[src/rtl/if_id_skid_reg_pkg.sv]
// rtl/if_id_skid_reg_pkg.sv - shared IF/ID pipeline constants and types
package if_id_skid_reg_pkg;

    localparam int XLEN = 64;
    localparam int ILEN = 32;
    localparam logic [31:0] NOP_INST = 32'h0000_0013;

    typedef struct packed {
        logic [XLEN-1:0] pc;
        logic [ILEN-1:0] inst;
    } if_id_payload_t;

    typedef enum logic [1:0] {
        EMPTY = 2'd0,
        BUSY  = 2'd1,
        FULL  = 2'd2
    } if_id_state_e;

endpackage

[src/rtl/if_id_skid_reg_sat_counter.sv]
// rtl/if_id_skid_reg_sat_counter.sv - saturating event counter, cleared only by reset
module sat_counter #(
    parameter int CNT_W = 32
) (
    input  logic             clk,
    input  logic             rst_n,
    input  logic             inc,
    output logic [CNT_W-1:0] count
);

    logic [CNT_W-1:0] count_q;

    always_ff @(posedge clk or negedge rst_n) begin
        if (!rst_n) begin
            count_q <= '0;
        end else if (inc && (count_q != {CNT_W{1'b1}})) begin
            count_q <= count_q + CNT_W'(1);
        end
    end

    assign count = count_q;

endmodule

[src/rtl/if_id_skid_reg.sv]
// rtl/if_id_skid_reg.sv - IF/ID pipeline register with one skid entry and registered ready
module if_id_skid_reg
    import if_id_skid_reg_pkg::if_id_state_e;
    import if_id_skid_reg_pkg::EMPTY;
    import if_id_skid_reg_pkg::BUSY;
    import if_id_skid_reg_pkg::FULL;
#(
    parameter int              XLEN     = if_id_skid_reg_pkg::XLEN,
    parameter int              ILEN     = if_id_skid_reg_pkg::ILEN,
    parameter logic [ILEN-1:0] NOP_INST = ILEN'(if_id_skid_reg_pkg::NOP_INST),
    parameter int              CNT_W    = 32
) (
    input  logic             i_IFID_clk,
    input  logic             i_IFID_rst_n,
    input  logic [XLEN-1:0]  i_IFID_pc,
    input  logic [ILEN-1:0]  i_IFID_inst,
    input  logic             i_IFID_valid,
    output logic             o_IFID_ready,
    input  logic             i_IFID_flush,
    output logic [XLEN-1:0]  o_IFID_pc,
    output logic [ILEN-1:0]  o_IFID_inst,
    output logic             o_IFID_valid,
    input  logic             i_IFID_ready,
    output logic [CNT_W-1:0] o_IFID_stall_cnt
);

    if_id_state_e    state_q;
    logic [XLEN-1:0] main_pc_q;
    logic [ILEN-1:0] main_inst_q;
    logic [XLEN-1:0] skid_pc_q;
    logic [ILEN-1:0] skid_inst_q;

    logic in_fire;
    logic out_fire;
    logic stall_inc;

    // Handshake outputs decode from state only, keeping ID's stall off IF's ready path.
    assign o_IFID_valid = (state_q != EMPTY);
    assign o_IFID_ready = (state_q != FULL);
    assign o_IFID_pc    = main_pc_q;
    assign o_IFID_inst  = o_IFID_valid ? main_inst_q : NOP_INST;

    assign in_fire   = i_IFID_valid & o_IFID_ready;
    assign out_fire  = o_IFID_valid & i_IFID_ready;
    assign stall_inc = o_IFID_valid & ~i_IFID_ready & ~i_IFID_flush;

    always_ff @(posedge i_IFID_clk or negedge i_IFID_rst_n) begin
        if (!i_IFID_rst_n) begin
            state_q     <= EMPTY;
            main_pc_q   <= '0;
            main_inst_q <= NOP_INST;
            skid_pc_q   <= '0;
            skid_inst_q <= NOP_INST;
        end else if (i_IFID_flush) begin
            // Redirect kills both entries; PC is kept so the output bus stays quiet.
            state_q     <= EMPTY;
            main_inst_q <= NOP_INST;
        end else begin
            case (state_q)
                EMPTY: begin
                    if (in_fire) begin
                        state_q     <= BUSY;
                        main_pc_q   <= i_IFID_pc;
                        main_inst_q <= i_IFID_inst;
                    end
                end
                BUSY: begin
                    if (in_fire && out_fire) begin
                        main_pc_q   <= i_IFID_pc;
                        main_inst_q <= i_IFID_inst;
                    end else if (in_fire) begin
                        state_q     <= FULL;
                        skid_pc_q   <= i_IFID_pc;
                        skid_inst_q <= i_IFID_inst;
                    end else if (out_fire) begin
                        state_q <= EMPTY;
                    end
                end
                FULL: begin
                    if (out_fire) begin
                        state_q     <= BUSY;
                        main_pc_q   <= skid_pc_q;
                        main_inst_q <= skid_inst_q;
                    end
                end
                default: begin
                    state_q <= EMPTY;
                end
            endcase
        end
    end

    sat_counter #(
        .CNT_W(CNT_W)
    ) u_stall_cnt (
        .clk  (i_IFID_clk),
        .rst_n(i_IFID_rst_n),
        .inc  (stall_inc),
        .count(o_IFID_stall_cnt)
    );

endmodule

[config.mk]
export PLATFORM = sky130hd
export DESIGN_NAME = if_id_skid_reg
export DESIGN_NICKNAME = d
export VERILOG_FILES = /design/src/rtl/if_id_skid_reg_pkg.sv /design/src/rtl/if_id_skid_reg_sat_counter.sv /design/src/rtl/if_id_skid_reg.sv
export SDC_FILE = /design/constraint.sdc
export NUM_CORES = 1
export LEC_CHECK = 0
export ABC_AREA = 1
export CORE_MARGIN = 8
export CORE_UTILIZATION = 40
export CTS_BUF_LIST = sky130_fd_sc_hd__clkbuf_16
export DETAILED_ROUTE_END_ITERATION = 10
export GPL_ROUTABILITY_DRIVEN = 0
export PLACE_DENSITY = 0.65
export SETUP_SLACK_MARGIN = 0.4
export SLEW_MARGIN = 25
export SYNTH_ARGS = -nofsm -noshare
export SYNTH_HDL_FRONTEND = slang
export SYNTH_SLANG_ARGS = --single-unit
[constraint.sdc]
create_clock -name i_IFID_clk -period 4.95 [get_ports i_IFID_clk]
set_clock_uncertainty 0.15 [all_clocks]
set_input_delay 0.495 -clock i_IFID_clk [delete_from_list [all_inputs] [get_ports i_IFID_clk]]
set_output_delay 0.495 -clock i_IFID_clk [all_outputs]
set_load 0.005 [all_outputs]
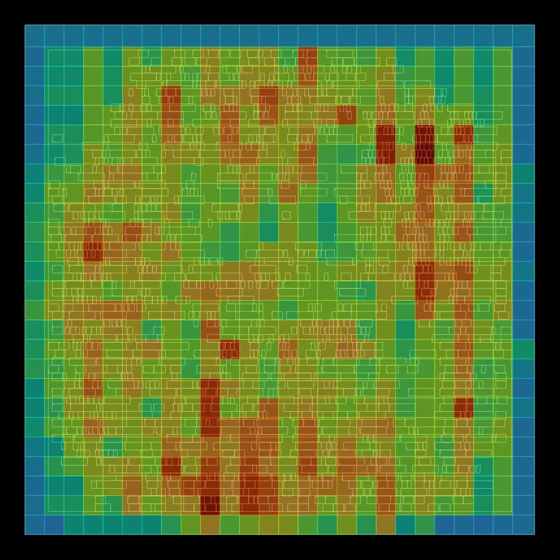
**Above:** track usage over the die.
met1 usage: 0.217
Tot GR Track Use: 0.171
M3 GR Usage: 0.0492
grt met2 use: 0.288
Layout Utilization: 0.529

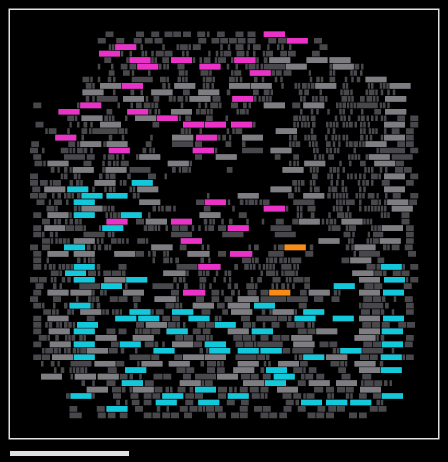
**Above:** sequential cells coloured by netlist name.
The bar under the picture is 50 um long.
Cyan stands for o_IFID_pc, sequential cells 64. Magenta stands for main_inst_q, sequential cells 32. Orange stands for state_q, sequential cells 2.

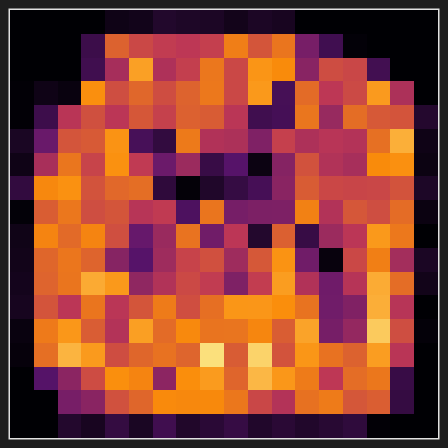
**Above:** local utilization.
The die is cut into 18 by 18 equal tiles; black is low, pale yellow is high, 0 to 100% covered.
The densest ninth of the die: bottom middle. 13% of the tiles are nearly empty. The fullest tile reaches 93%.

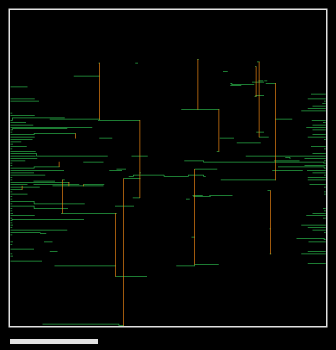
**Above:** wiring by layer.
The bar under the picture is 50 um long. Only two layers are drawn.
Orange stands for met4, wire length 483 um. Green stands for met3, wire length 1870 um.
routed via count: 8627
DR WL/cell: 15.7 um
Total Wirelength: 28.1 mm

==> results.py <==
# Flow results
metrics = {
    "timing": {
        "setup_ws_ns": 1.79,
        "hold_viol_final": 0,
        "slew_headroom": 0.388,
        "rsz0062_at_grt": "false",
        "worst_pin_slew_ns": 0.919,
        "whs_ns": 0.329,
        "max_freq_mhz": 317,
        "fin_crit_sh": 0.638,
        "setup_tns_ns": 0,
        "slew_viol_final": 0,
        "fin_crit_ns": 3.16,
        "setup_viol": 0,
    },
    "drt": {
        "route.met2.wl_mm": 13.3,
        "met1_length_mm": 12.4,
        "wl_met3_mm": 1.87,
        "antenna_left": 0,
        "topRoutingLayerUsed": "met5",
        "drc": 0,
        "viasPerCell": 4.84,
        "first_pass_iters": 5,
        "drtIter0Drc": 528,
    },
    "synth": {
        "yosys.area.top_type": "dfrtp_1",
        "synth_flops": 226,
        "synth_cell_types": 32,
        "syn_area_per_cell_um2": 8.83,
        "yosys_cells": 1221,
        "ys_seq_frac": 0.525,
        "yosysTopAreaCellShare": 0.510,
        "yosys-stat-area_mm2": 0.0108,
        "synth_cells": 1221,
        "floorplan.nets": 1328,
        "yosys_warnings": 0,
        "synthTopCellsByArea": "dfrtp_1 51%, nand2_1 12%, o21ai_0 6.9%",
        "syn-cell-area_mm2": 0.0108,
    },
    "clock_network": {
        "cts_hold_buf": 1,
        "post-cts-setup-buffers": 0,
        "clock_path_buffers": 3,
        "cts_resized": 0,
        "clock_sinks": 226,
        "cts_buffers": 26,
        "clk_root_buffer_cell": "clkbuf_16",
        "htree_num_levels": 1,
        "clock_latency_ns": 0.52,
        "cts_tree": "done",
        "clkTransAtPathRegs_ns": 0.06,
    },
    "floorplanning": {
        "chipWidth_um": 180,
        "fp.dieH_um": 180,
        "die_area_mm2": 0.0325,
        "io_pins": 231,
        "core_mm2": 0.0267,
        "fp_util": 0.404,
        "rows": 60,
    },
    "worst_setup_path": {
        "max_stage_delay_ns": 0.47,
        "start_kind": "flop",
        "crit_path_end_kind": "flop",
        "cp_cell_sequence": "inv_1, ha_4, inv_6, nand2_2, nor2_1, nand2_4, buf_4, mux2_1",
        "cp_slowest_cell": "nand2_4",
        "crit_family": "buffers and inverters",
        "critPathBufInv": 3,
        "critPathKind": "flop to flop",
        "critPathRequiredTime_ns": 5.20,
        "cp.arrival_ns": 3.40,
        "cp_max_fo": 100,
    },
    "job": {
        "warning_count": 34,
        "maxCapViolCount": 0,
    },
    "final_layout": {
        "finalInstanceArea_mm2": 0.0141,
        "fin_nets": 1531,
        "areaGrowthSynthToFinish_pct": 31.1,
        "fill_cells": 2519,
        "stdcell_count": 1784,
        "final-comb-area_mm2": 0.00436,
        "flop_area_mm2": 0.00566,
        "antenna_cells": 0,
        "drive_above_1_share": 0.0915,
    },
    "global_route": {
        "grt_max_degree": 129,
        "antenna_found_initial": 5,
        "grt_pass1_vias": 8703,
        "grt_pass1_wl_mm": 46.5,
        "grt-ovfl-total": 0,
    },
    "placement": {
        "dp_cells": 1736,
        "io_buffers": 230,
        "dp_hpwl_mm": 19.4,
        "place_ws_ns": 1.63,
        "place_area_mm2": 0.0133,
    },
    "power": {
        "powerDensity_mw_per_mm2": 522,
        "power_leakage_nw": 6.35,
        "peakVddDrop_v": 0.000241,
        "p_total_mw": 7.38,
    },
    "run_status": {
        "status": "finished clean",
    },
    "hold_path": {
        "hold_path_class": "flop to flop",
    },
}
## synth_stat cells, drive strengths merged
cell,count
xor2,4
dfstp,6
mux2,44
ha,6
nand4,10
nand3b,11
inv,114
clkinv,1
buf,21
nand3,21
a21oi,4
a211oi,29
nor3,2
xnor2,4
o21ai,177
mux2i,44
nor3b,2
clkbuf,45
and2,2
nand2,339
dfrtp,220
nor2,115
## worst register-to-register path: cells and delay by family, from the launching register on
kind,cells,cell delay (ns)
simple gates,3,0.91
fa+ha+maj,1,0.20
buf+inv,3,1.05
flops,1,0.39
mux,1,0.35
## metal layers
metal,GRT usage,vias to the layer above
met2,0.288,201
met1,0.217,4033
met3,0.0492,40
li1,-,4343
met4,0.0351,10
met5,0,-
## where the power goes
group          switching, mW  internal (mW)  total [mW]
clock                  0.748           1.19        1.94
combinational           1.22           1.22        2.44
sequential             0.392           2.61        3.01
## cell families (layout without fill, tap and decap cells)
family / after synthesis / count (layout) / synth area share
muxes: 88 / 88 / 0.0868
xor gates and xnor gates: 8 / 8 / 0.00650
buffers and inverters: 181 / 403 / 0.0728
DFF: 226 / 226 / 0.525
and+or+nand+nor: 502 / 502 / 0.188
adders and majority gates: 6 / 6 / 0.00696
AOI/OAI and AO/OA: 210 / 210 / 0.114
## cell usage in the layout, fill, tap and decap left out, drive strengths merged
cell type	n
nand2	339
clkdlybuf4s50	228
dfrtp	220
o21ai	177
inv	120
nor2	115
mux2i	44
mux2	44
a211oi	29
clkbuf	27
nand3	21
buf	12
nand3b	11
nand4	10
clkinv	10
dfstp	6
ha	6
a21oi	4
xor2	4
xnor2	4
bufinv	4
nor3	2
and2	2
nor3b	2
clkinvlp	1
dlygate4sd3	1
## final cells by class
| class | instances | area share |
|---|---|---|
| Inverter | 115 | 0.0310 |
| Clock buffer | 27 | 0.0478 |
| Multi-Input combinational cell | 814 | 0.308 |
| Clock inverter | 20 | 0.0134 |
| Tap cell | 341 | 0.0302 |
| Sequential cell | 226 | 0.400 |
| Timing Repair Buffer | 241 | 0.169 |
## flip-flops by register name, indices dropped and copies added (netlist names)
register / cells
o_IFID_pc: 64
skid_pc_q: 64
main_inst_q: 32
skid_inst_q: 32
u_stall_cnt.count: 32
state_q: 2
## worst paths after layout
| path | startpoint | to | slack, ns | depth (start not counted) |
|---|---|---|---|---|
| min reg2reg | skid_pc_q[48] | skid_pc_q[48] | 0.33 | 2 |
| min | skid_pc_q[48] | skid_pc_q[48] | 0.33 | 2 |
| max | state_q[0] | skid_pc_q[38] | 1.79 | 8 |
| max reg2reg | state_q[0] | skid_pc_q[38] | 1.79 | 8 |
| min in group asynchronous | i_IFID_rst_n | o_IFID_pc[57] | 0.43 | 2 |
| max in group asynchronous | i_IFID_rst_n | main_inst_q[28] | 3.08 | 3 |
Power and IR drop assume default switching activity.
